### src/rtl/uart_rx.sv
// 16x-oversampled 8N1 UART receiver: 2-FF input synchronizer, mid-bit start validation,
// centre-of-bit data sampling, stop-bit check with one-cycle valid / framing-error pulses.
module uart_rx #(
  parameter int DATA_BITS = 8,
  parameter int OS        = 16
) (
  input  logic                 CLK,
  input  logic                 rst,
  input  logic                 os_tick,
  input  logic                 rx,
  output logic [DATA_BITS-1:0] rx_data,
  output logic                 rx_valid,
  output logic                 frame_err,
  output logic                 busy
);

  localparam int OS_W  = $clog2(OS);
  localparam int BIT_W = (DATA_BITS > 1) ? $clog2(DATA_BITS) : 1;

  localparam logic [OS_W-1:0]  C_HALF_LAST = OS_W'(OS / 2 - 1);
  localparam logic [OS_W-1:0]  C_BIT_LAST  = OS_W'(OS - 1);
  localparam logic [BIT_W-1:0] C_IDX_LAST  = BIT_W'(DATA_BITS - 1);

  typedef enum logic [2:0] {
    IDLE,
    START,
    DATA,
    STOP,
    BREAK
  } state_t;

  logic                 r_sync_meta;
  logic                 r_rx_s;
  state_t               r_state;
  logic [OS_W-1:0]      r_os_cnt;
  logic [BIT_W-1:0]     r_bit_idx;
  logic [DATA_BITS-1:0] r_shift;
  logic [DATA_BITS-1:0] r_rx_data;
  logic                 r_rx_valid;
  logic                 r_frame_err;

  state_t               w_state_nxt;
  logic [OS_W-1:0]      w_os_cnt_nxt;
  logic [BIT_W-1:0]     w_bit_idx_nxt;
  logic [DATA_BITS-1:0] w_shift_nxt;
  logic [DATA_BITS-1:0] w_rx_data_nxt;
  logic                 w_rx_valid_nxt;
  logic                 w_frame_err_nxt;

  // Both synchronizer flops reset to the idle-high line level so reset never looks like a start bit.
  always_ff @(posedge CLK) begin
    if (rst) begin
      r_sync_meta <= 1'b1;
      r_rx_s      <= 1'b1;
    end else begin
      r_sync_meta <= rx;
      r_rx_s      <= r_sync_meta;
    end
  end

  // NOTE: sequential state uses non-blocking assignments so every flop samples pre-edge values.
  always_ff @(posedge CLK) begin
    if (rst) begin
      r_state     <= IDLE;
      r_os_cnt    <= '0;
      r_bit_idx   <= '0;
      r_shift     <= '0;
      r_rx_data   <= '0;
      r_rx_valid  <= 1'b0;
      r_frame_err <= 1'b0;
    end else begin
      r_state     <= w_state_nxt;
      r_os_cnt    <= w_os_cnt_nxt;
      r_bit_idx   <= w_bit_idx_nxt;
      r_shift     <= w_shift_nxt;
      r_rx_data   <= w_rx_data_nxt;
      r_rx_valid  <= w_rx_valid_nxt;
      r_frame_err <= w_frame_err_nxt;
    end
  end

  always_comb begin
    // NOTE: every signal gets a default first, so no path through this block can infer a latch.
    w_state_nxt     = r_state;
    w_os_cnt_nxt    = r_os_cnt;
    w_bit_idx_nxt   = r_bit_idx;
    w_shift_nxt     = r_shift;
    w_rx_data_nxt   = r_rx_data;
    w_rx_valid_nxt  = 1'b0;
    w_frame_err_nxt = 1'b0;

    if (os_tick) begin
      case (r_state)
        IDLE: begin
          if (!r_rx_s) begin
            w_state_nxt  = START;
            w_os_cnt_nxt = '0;
          end
        end

        START: begin
          if (r_os_cnt != C_HALF_LAST) begin
            w_os_cnt_nxt = r_os_cnt + OS_W'(1);
          end else if (!r_rx_s) begin
            w_state_nxt   = DATA;
            w_os_cnt_nxt  = '0;
            w_bit_idx_nxt = '0;
          end else begin
            w_state_nxt = IDLE;
          end
        end

        DATA: begin
          if (r_os_cnt != C_BIT_LAST) begin
            w_os_cnt_nxt = r_os_cnt + OS_W'(1);
          end else begin
            // Line order is LSB first, so shifting right leaves bit 0 in place after the last bit.
            if (DATA_BITS > 1) begin
              w_shift_nxt = {r_rx_s, r_shift[DATA_BITS-1:1]};
            end else begin
              w_shift_nxt = DATA_BITS'(r_rx_s);
            end
            w_os_cnt_nxt = '0;
            if (r_bit_idx == C_IDX_LAST) begin
              w_state_nxt = STOP;
            end else begin
              w_bit_idx_nxt = r_bit_idx + BIT_W'(1);
            end
          end
        end

        STOP: begin
          if (r_os_cnt != C_BIT_LAST) begin
            w_os_cnt_nxt = r_os_cnt + OS_W'(1);
          end else if (r_rx_s) begin
            w_rx_data_nxt  = r_shift;
            w_rx_valid_nxt = 1'b1;
            w_state_nxt    = IDLE;
          end else begin
            w_frame_err_nxt = 1'b1;
            w_state_nxt     = BREAK;
          end
        end

        BREAK: begin
          // A line held low after a bad stop bit must go high before a new start is accepted.
          if (r_rx_s) begin
            w_state_nxt = IDLE;
          end
        end

        default: begin
          w_state_nxt = IDLE;
        end
      endcase
    end
  end

  assign rx_data   = r_rx_data;
  assign rx_valid  = r_rx_valid;
  assign frame_err = r_frame_err;
  assign busy      = (r_state != IDLE);

endmodule

### config.mk
export PLATFORM = sky130hd
export DESIGN_NAME = uart_rx
export DESIGN_NICKNAME = d
export VERILOG_FILES = /design/src/rtl/uart_rx.sv
export SDC_FILE = /design/constraint.sdc
export NUM_CORES = 1
export LEC_CHECK = 0
export CAP_MARGIN = 0
export CORE_MARGIN = 2
export CORE_UTILIZATION = 54
export DETAILED_ROUTE_END_ITERATION = 8
export HOLD_SLACK_MARGIN = 0.03
export MAX_ROUTING_LAYER = met4
export PLACE_DENSITY = 0.77
export RECOVER_POWER = 100
export SYNTH_ARGS = -nofsm -noshare
export SYNTH_HDL_FRONTEND = slang
export SYNTH_SLANG_ARGS = --single-unit
### constraint.sdc
create_clock -name CLK -period 2.11 [get_ports CLK]
set_input_delay 0.3165 -clock CLK [delete_from_list [all_inputs] [get_ports CLK]]
set_output_delay 0.3165 -clock CLK [all_outputs]
set_load 0.05 [all_outputs]
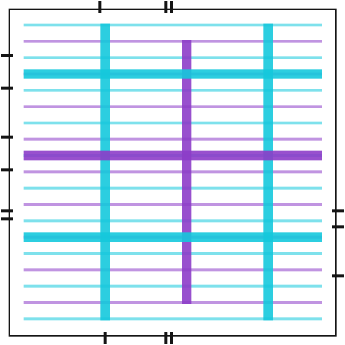
(images/floorplan.png)
Scale: 6 px per um. Pins as bars on the die edge.
legend:
  purple:
    net: VDD
  cyan:
    net: VSS
signal pins: 15
met4 straps: 3
met1 rails: 19
met5 straps: 3

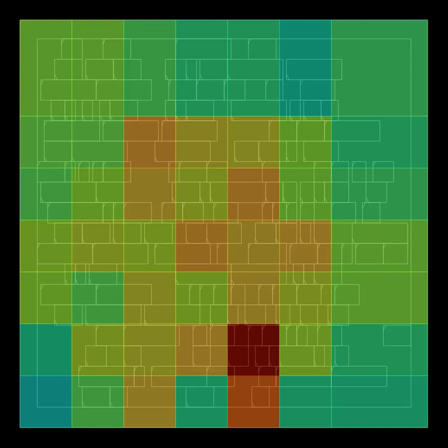
(images/congestion_map.png)
GRT met3 Usage: 0.0833
gr usage total: 0.214
routed len/inst: 13.5 um

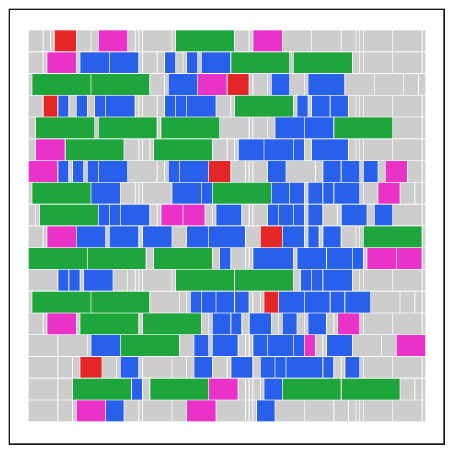
(images/class_map.png)
Scale: 8 px per um. Fill, decap, tap and diode cells in gray.
legend:
  magenta:
    class: remaining buffers and delay cells
    cells: 20
    share_of_their_area: 12%
  red:
    class: clock drivers and dummy loads
    cells: 7
    share_of_their_area: 3.1%
  green:
    class: registers
    cells: 30
    share_of_their_area: 40%
  blue:
    class: remaining logic cells
    cells: 103
    share_of_their_area: 46%

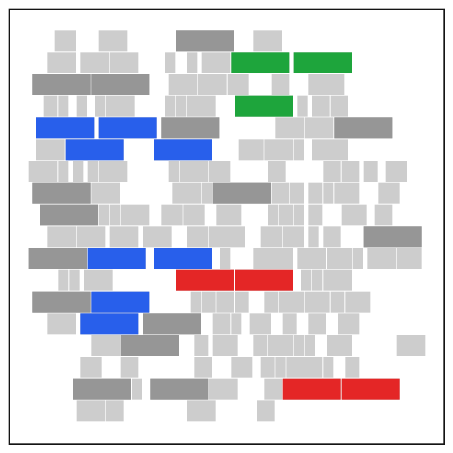
(images/ff_map.png)
Scale: 8 px per um.
legend:
  green:
    signal: r_bit_idx
    flops: 3
  blue:
    signal: r_shift
    flops: 8
  red:
    signal: r_os_cnt
    flops: 4

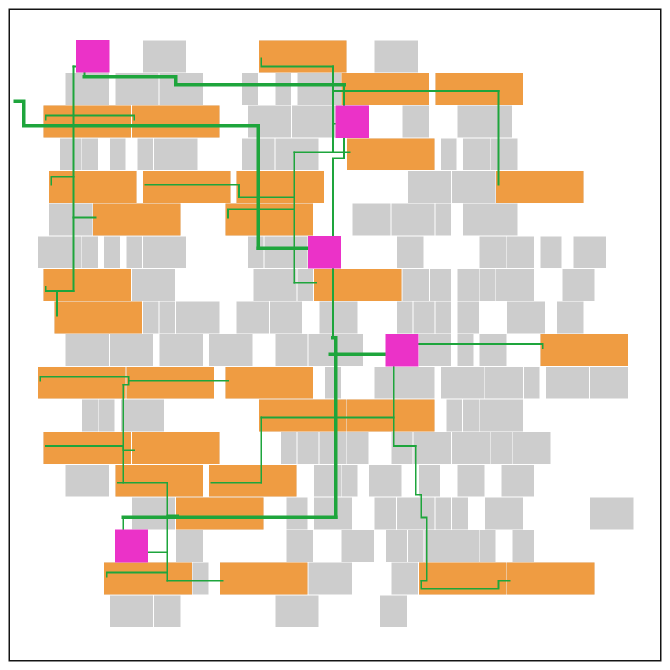
(images/clock_wires.png)
Scale: 12 px per um.
legend:
  orange:
    item: flip-flops
    count: 30
  green:
    item: clock wires
    length: 362 um
  magenta:
    item: clock-net drivers
    count: 5
flops lie: spread over the die

==> summary.txt <==
H-tree levels: 2
Worst-Margin Slew: 0.525 ns
Slowest-stage cell, CP: dlygate4sd3_1
Nets: 167
setup_tns: 0 ns
Sw Share: 0.237
Clock group: 310 uW
Final min period: 1.86 ns
Overall Power: 923 uW
Synth-to-Final Area Change: 14.5%
VDD IR max: 0.425 mV
clock skew: 0.0141 ns
Top Family by Delay on Critical Path: buffers and inverters
status: complete, no violations
top power group: sequential cells
first-iteration detailed-routing DRC count: 22
clock share of power: 0.335
Avg Inst Size Synth: 9.51 um2
Die Span Y: 54.2 um
Commonest flop: dfxtp_1
ANT cells: 0
Synth top cells by count: dfxtp_1, nor2_1, mux2i_1
Switch Pwr: 219 uW
CP Class: reg -> out
crit-path max FO: 2
CTS root buffer: clkbuf_4
synth top area cells: dfxtp_1, mux2i_1, nor2_1, nand2b_1, ha_1
part of the power in combinational logic: 0.045
vias per inst: 5.62
Achievable Freq: 538 MHz
Crit path required time: 1.79 ns
clock-pin slew on the worst setup and hold paths: 0.09 ns
number of max-cap violations: 0
Pleak: 0.000671 uW
chip area in the Yosys report: 0.00136 mm2
Relative slew margins: 0.647
DR top layer: met4
-- layer usage --
layer,global-route usage,vias to the layer above
met3,0.0833,4
met2,0.323,29
li1,-,537
met5,-,-
met1,0.246,498
met4,0.108,0
-- metrics by stage --
| stage | cell area [um2] | cells | util | hold WS [ns] |
|---|---|---|---|---|
| 2_1_floorplan | 1360 | 143 | - | 0.389 |
| 3_3_place_gp | 1520 | 183 | 0.625 | 0.393 |
| 3_5_place_dp | 1520 | 183 | 0.625 | 0.398 |
| 4_1_cts | 1570 | 190 | 0.644 | 0.419 |
| 5_1_grt | 1560 | 190 | 0.640 | 0.447 |
| 6_report | 1560 | 190 | 0.640 | 0.416 |
-- final cells by class --
type                       count  area (um2)
sequential                    30         601
fill                         222         875
inverter                       2        7.51
clock inverter                 2        10.0
tap                           30        37.5
multi-input combinational    101         684
timing repair buffer          20         180
clock buffer                   5        37.5
-- final timing paths --
| check | from | end | slack, ns | depth (start not counted) |
|---|---|---|---|---|
| setup / recovery | rx_data[1] | rx_data[1] | 0.25 | 1 |
| hold / removal | r_sync_meta | r_rx_s | 0.42 | 1 |
| setup reg to reg | r_os_cnt[0] | r_shift[0] | 0.30 | 6 |
| hold reg to reg | r_sync_meta | r_rx_s | 0.42 | 1 |
-- cells by family (layout without fill, tap and decap cells) --
family / Yosys count / count (layout) / synth area share
multiplexers: 19 / 19 / 0.140
AND-OR/OR-AND: 21 / 21 / 0.109
XOR/XNOR: 1 / 1 / 0.00644
AND/OR/NAND/NOR: 57 / 57 / 0.224
buffers and inverters: 12 / 29 / 0.0515
flip-flops: 30 / 30 / 0.442
adder cells (fa/ha/maj): 3 / 3 / 0.0276
-- timing repair --
item	CTS	global route
hold buffers	0	0
endpoints found under the hold margin	0	0
buffers inserted	0	0
setup endpoints to repair	1	0
resized	1	0
Power figures rest on the tool's default switching activity, not on a simulated workload.
